Fig. 1: supply network
Pins as bars on the die edge. Tap cells in gray.
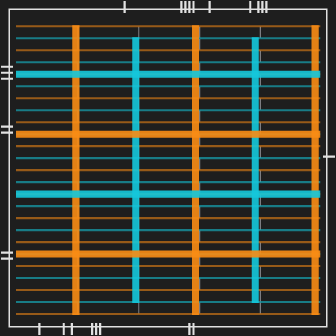
Fig. 2: cell classes on the final placement
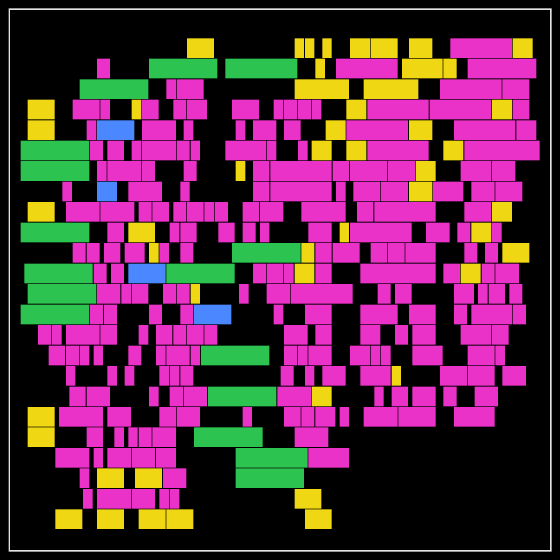
Fig. 3: clock distribution
Bar = 20 um.
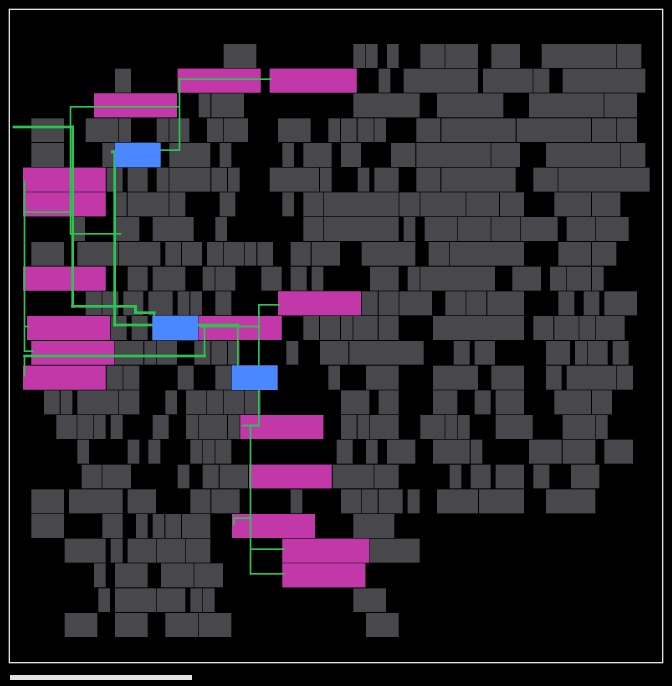
Fig. 4: signal wires by layer
Bar = 20 um.
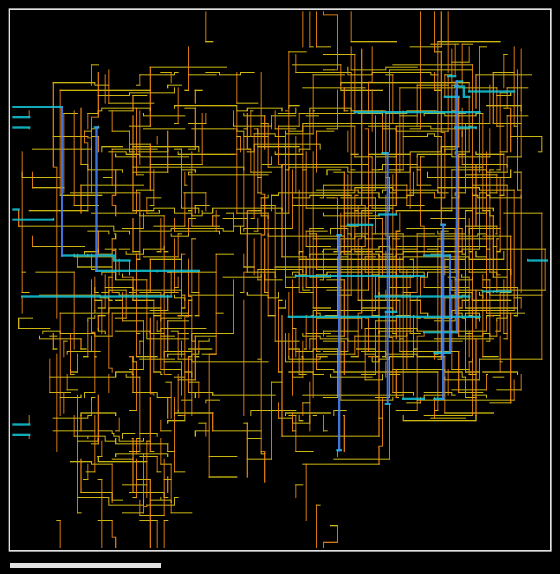
Fig. 5: congestion heat map
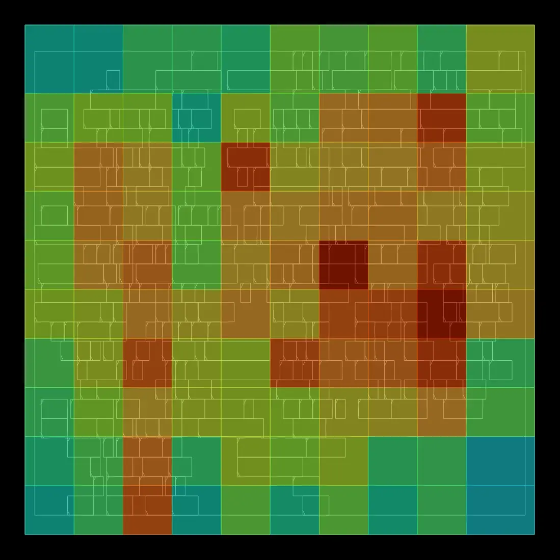
## src/rtl/scan_sequencer.sv

```systemverilog
// ============================================================================
// scan_sequencer : walks enabled channels for a 3-to-8 decoder with dwell/blank
// Revision 1.0
// ============================================================================
`default_nettype none

module scan_sequencer #(
  parameter int DWELL_W = 8,
  parameter int BLANK   = 1
) (
  input  logic               clk,
  input  logic               rst_n,
  input  logic               start,
  input  logic               stop,
  input  logic [7:0]         mask,
  input  logic [DWELL_W-1:0] dwell,
  output logic [2:0]         sel,
  output logic               en,
  output logic               busy,
  output logic               wrap
);

  localparam int         c_bw       = (BLANK > 1) ? $clog2(BLANK) : 1;
  localparam logic [c_bw-1:0] c_blank_ld = c_bw'((BLANK > 0) ? BLANK - 1 : 0);

  typedef enum logic [1:0] {
    S_IDLE   = 2'd0,
    S_ACTIVE = 2'd1,
    S_BLANK  = 2'd2
  } state_t;

  state_t              r_state;
  logic [2:0]          r_sel;
  logic                r_en;
  logic                r_busy;
  logic                r_wrap;
  logic [DWELL_W-1:0]  r_dcnt;
  logic [c_bw-1:0]     r_bcnt;

  logic [2:0]          w_next;
  logic [2:0]          w_first;
  logic                w_any;
  logic                w_adv;
  logic [DWELL_W-1:0]  w_dwell_ld;

  // First set bit strictly above cur, modulo 8; cur itself is the last candidate.
  function automatic logic [2:0] next_chan(input logic [7:0] m, input logic [2:0] cur);
    logic [2:0] idx;
    logic       found;
    next_chan = cur;
    found     = 1'b0;
    for (int k = 1; k <= 8; k++) begin
      idx = cur + 3'(k);
      if (!found && m[idx]) begin
        next_chan = idx;
        found     = 1'b1;
      end
    end
  endfunction

  always_comb begin
    w_any      = |mask;
    w_next     = next_chan(mask, r_sel);
    w_first    = next_chan(mask, 3'd7);
    w_dwell_ld = (dwell == '0) ? '0 : dwell - 1'b1;
    w_adv      = ((r_state == S_ACTIVE) && (r_dcnt == '0) && (BLANK == 0)) ||
                 ((r_state == S_BLANK)  && (r_bcnt == '0));
  end

  always_ff @(posedge clk or negedge rst_n) begin
    if (!rst_n) begin
      r_state <= S_IDLE;
      r_sel   <= 3'd0;
      r_en    <= 1'b0;
      r_busy  <= 1'b0;
      r_wrap  <= 1'b0;
      r_dcnt  <= '0;
      r_bcnt  <= '0;
    end else begin
      r_wrap <= 1'b0;
      if (stop) begin
        r_state <= S_IDLE;
        r_en    <= 1'b0;
        r_busy  <= 1'b0;
      end else if (w_adv) begin
        if (!w_any) begin
          r_state <= S_IDLE;
          r_en    <= 1'b0;
          r_busy  <= 1'b0;
        end else begin
          // Wrap means the search went past channel 7 (or reselected itself).
          r_state <= S_ACTIVE;
          r_sel   <= w_next;
          r_en    <= 1'b1;
          r_wrap  <= (w_next <= r_sel);
          r_dcnt  <= w_dwell_ld;
        end
      end else begin
        case (r_state)
          S_IDLE: begin
            if (start && w_any) begin
              r_state <= S_ACTIVE;
              r_sel   <= w_first;
              r_en    <= 1'b1;
              r_busy  <= 1'b1;
              r_dcnt  <= w_dwell_ld;
            end
          end
          S_ACTIVE: begin
            if (r_dcnt != '0) begin
              r_dcnt <= r_dcnt - 1'b1;
            end else if (BLANK > 0) begin
              r_state <= S_BLANK;
              r_en    <= 1'b0;
              r_bcnt  <= c_blank_ld;
            end
          end
          S_BLANK: begin
            if (r_bcnt != '0) begin
              r_bcnt <= r_bcnt - 1'b1;
            end
          end
          default: begin
            r_state <= S_IDLE;
            r_en    <= 1'b0;
            r_busy  <= 1'b0;
          end
        endcase
      end
    end
  end

  assign sel  = r_sel;
  assign en   = r_en;
  assign busy = r_busy;
  assign wrap = r_wrap;

endmodule

`default_nettype wire

```

## config.mk

```make
export PLATFORM = sky130hd
export DESIGN_NAME = scan_sequencer
export DESIGN_NICKNAME = d
export VERILOG_FILES = /design/src/rtl/scan_sequencer.sv
export SDC_FILE = /design/constraint.sdc
export NUM_CORES = 1
export LEC_CHECK = 0
export CAP_MARGIN = 10
export CORE_MARGIN = 1
export CORE_UTILIZATION = 45
export CTS_BUF_LIST = sky130_fd_sc_hd__clkbuf_2 sky130_fd_sc_hd__clkbuf_4 sky130_fd_sc_hd__clkbuf_8
export DETAILED_ROUTE_END_ITERATION = 10
export GPL_TIMING_DRIVEN = 0
export HOLD_SLACK_MARGIN = 0.05
export PLACE_DENSITY_LB_ADDON = 0.2
export SLEW_MARGIN = 20
export SYNTH_ARGS = -nofsm -noshare
export SYNTH_HDL_FRONTEND = slang
export SYNTH_SLANG_ARGS = --single-unit
```

## constraint.sdc

```tcl
create_clock -name clk -period 3.4 [get_ports clk]
set_input_delay 0.85 -clock clk [delete_from_list [all_inputs] [get_ports clk]]
set_output_delay 0.85 -clock clk [all_outputs]
set_load 0.01 [all_outputs]
```

==> flow_summary.ini <==
; synthesis and place-and-route metrics
[synth]
ys_seq_share_pct = 18.3
synthCells = 256
synth_top_flop_cell = dfrtp_1
ys_sh_xor_pct = 3.61
common_cells = nor2_1 (20), o21ai_0 (19), dfrtp_1 (16), inv_1 (16)
yosysChipArea_um2 = 2190
yosysWarnings = 0
synth_cell_type_count = 56
synth_flops = 16
async_flop_share_pct = 100
synthSimpleGateAreaFrac_pct = 17.0
mux_share_pct = 22.3
synth_area_um2 = 2190
area_leaders = dfrtp_1 (18%), mux4_2 (13%), ha_1 (8.0%)
yosysTopAreaCellShare_pct = 18.3
syn_nets = 290
edf_count = 0
ys_top_logic_family = AND-OR/OR-AND gates
top_area_cell = dfrtp_1
aoi_share_pct = 24.5
top_cell = nor2_1
adder_share_pct = 8.01
ys_cells = 256
syn_area_per_cell_um2 = 8.54

[routing]
wl_mm = 5.70
dr.pass1.iters = 4
drt_iter0_drc = 168
postRouteAntennaNets = 0
via_count = 2116
viasPerCell = 6.13
route.detailed.drc = 0

[timing]
slew_violations = 0
maxSlewHeadroom_pct = 52.8
fin_ws_ns = 0.0732
finalSetupViolCount = 0
skew_ns = 0.00430
rsz0062_at_grt = no
finalCritPeriodShare_pct = 97.8
hold_viol = 0
tightestPinTransition_ns = 0.706
max_freq_mhz = 301
finalCriticalPeriod_ns = 3.33
whs_ns = 0.507

[setup_path]
crit_type = primary input to flop
cp_slowest_cell = mux4_2
r2r_setup_slack_ns = 0.12
cp-end-kind = flop
crit_required_ns = 3.58
cpMostUsedCell = a21o_1
cp_top_family = multiplexers
cp.arrival_ns = 3.51
path_buffers = 2
start_kind = primary input
path_cells = dlygate4sd2_1, mux4_2, mux2_4, a21o_1, a221o_1, xnor2_2, ha_2, inv_1, a21o_1, a21oi_1, a31oi_1, nor2_1
slowest_delay_ns = 0.58
cp_max_fo = 9

[die]
chipArea_um2 = 5140
rows = 24
core_um2 = 4500
initial_core_util_pct = 48.5
dieHeight_um = 71.7
die_w_um = 71.7
ios = 26

[clock_network]
clk_path_buf_depth = 2
cts_max_level = 1
path_clk_slew_ns = 0.06
clk_latency_ns = 0.25
cts_tree = yes
cts_root_buf = clkbuf_8
cts_inserted_buffers = 3
cts.sinks = 16

[hold_path]
hold_path_class = flop to flop

[final_layout]
lay_top_count = nor2_1
fin_cells = 345
fill_cells = 403
n_antenna_cell = 0
fin_nets = 328
syn2layout_area_growth_pct = 24.6
drive_above_1_share_pct = 21.2
final_layout_top_logic_cells = nor2_1 (20), o21ai_0 (19), clkdlybuf4s50_1 (17)

[placement]
routabilityCongestion = 0.881
hpwl_mm = 4.15
dp_cells = 329
place_ws_ns = -0.647
port_buffers = 21

[grt]
antenna_found_initial = 0
grt_overflow = 0
grt_max_degree = 17
grt_pass1_wl_mm = 9.28
grtUsageTotal_pct = 22.9
grt_pass1_vias = 2086

[power_and_ir_drop]
p_per_area_nw_per_um2 = 1060
vdd_drop_max_uv = 446
leakage_nw = 1.08

[run]
cap_violations = 0
tool_warnings = 33

[outcome]
status = complete, no violations
About Fig. 1:
| color | net |
|---|---|
| cyan | VDD |
| orange | VSS |
met1 rails: 25
signal pins: 26
rows: 24
met4 straps: 5

About Fig. 2:
| color | class | cells |
|---|---|---|
| magenta | all other logic | 224 |
| yellow | other buffers and delay cells | 49 |
| green | flip-flops | 16 |
| blue | clock drivers and dummy loads | 4 |

About Fig. 3:
[green] clock wires | length: 233 um
[blue] cells driving clock nets | count: 3
[magenta] flip-flops | count: 16
routed clock nets: 4

About Fig. 4:
| color | layer | wire length |
|---|---|---|
| cyan | met3 | 179 um |
| blue | met4 | 170 um |
| orange | met2 | 2870 um |
| yellow | met1 | 2470 um |

About Fig. 5:
GR Layer Usage met2: 41.1%
drt wl/cell: 16.5 um
met3 GRT Util: 1.83%

## metrics by stage
step | instance area, um^2 | power [mW] | setup TNS (ns) | utilization [%]
after floorplan | 2190 | 1.90 | 0 | -
after global placement | 2470 | 2.29 | -1.11 | 54.8
after detailed placement | 2470 | 2.32 | -1.20 | 54.8
after CTS | 2650 | 2.70 | 0 | 58.8
after global routing | 2720 | 3.11 | 0 | 60.4
final | 2720 | 2.88 | 0 | 60.4
## cell families (layout without fill, tap and decap cells)
group / after synthesis / in the layout
compound gates: 77 / 77
simple gates: 75 / 75
buf+inv: 34 / 71
mux: 31 / 31
flops: 16 / 16
fa+ha+maj: 14 / 14
xor+xnor: 9 / 9
## final timing paths
path,cells after the start,from,endpoint
max in group asynchronous,1,rst_n,sel[1]
min in group asynchronous,1,rst_n,en
worst min register to register,1,r_dcnt[2],r_dcnt[2]
worst min-delay path,1,r_dcnt[2],r_dcnt[2]
worst max register to register,16,sel[0],wrap
worst max-delay path,12,mask[7],wrap
## per-layer routing
| metal | wire [um] | part of all wire (%) | vias to the layer above | global-route usage [%] |
|---|---|---|---|---|
| met1 | 2470 | 43 | 1001 | 28.2 |
| li1 | - | - | 1048 | - |
| met3 | 179 | 3.1 | 14 | 1.83 |
| met5 | 0 | 0 | - | 0 |
| met2 | 2870 | 50 | 53 | 41.1 |
| met4 | 170 | 3.0 | 0 | 9.59 |
## worst reg2reg max path, stage by stage, from the launching register on
cell and delay [ns]:
dfrtp_2 0.39, buf_12 0.12, buf_12 0.10, clkinvlp_4 0.09
ha_4 0.31, buf_8 0.12, mux4_2 0.37, mux2_4 0.32
a21o_1 0.16, a221o_1 0.35, xnor2_2 0.22, ha_2 0.19
inv_1 0.03, a21o_1 0.16, a21oi_1 0.13, a31oi_1 0.05
nor2_1 0.10
## what timing repair did
action	CTS	global route
cloned	0	0
endpoints found under the hold margin	0	0
setup buffers	8	6
setup endpoints to repair	4	2
pin swaps	2	5
resized	17	12
hold buffers	0	0
## sequential cells by signal, indices dropped and copies added (netlist names)
signal / cells
busy: 1
r_state: 2
wrap: 1
r_dcnt: 8
en: 1
sel: 3
## power breakdown
part | internal, mW | switching, mW | total (mW) | leakage (nW)
sequential | 0.274 | 0.0767 | 0.351 | 0.200
clock | 0.0910 | 0.0636 | 0.155 | 0.0262
combinational | 1.19 | 1.19 | 2.38 | 0.852
## cell type report
class                      instances  area (um^2)  share of cell area (%)
multi-input combinational        206         1730                    63.6
sequential                        16          403                    14.8
timing repair buffer              35          307                    11.3
buffer                            14         97.6                    3.58
inverter                          18         71.3                    2.62
tap                               52         65.1                    2.39
clock buffer                       4         48.8                    1.79
Power figures rest on the tool's default switching activity, not on a simulated workload.
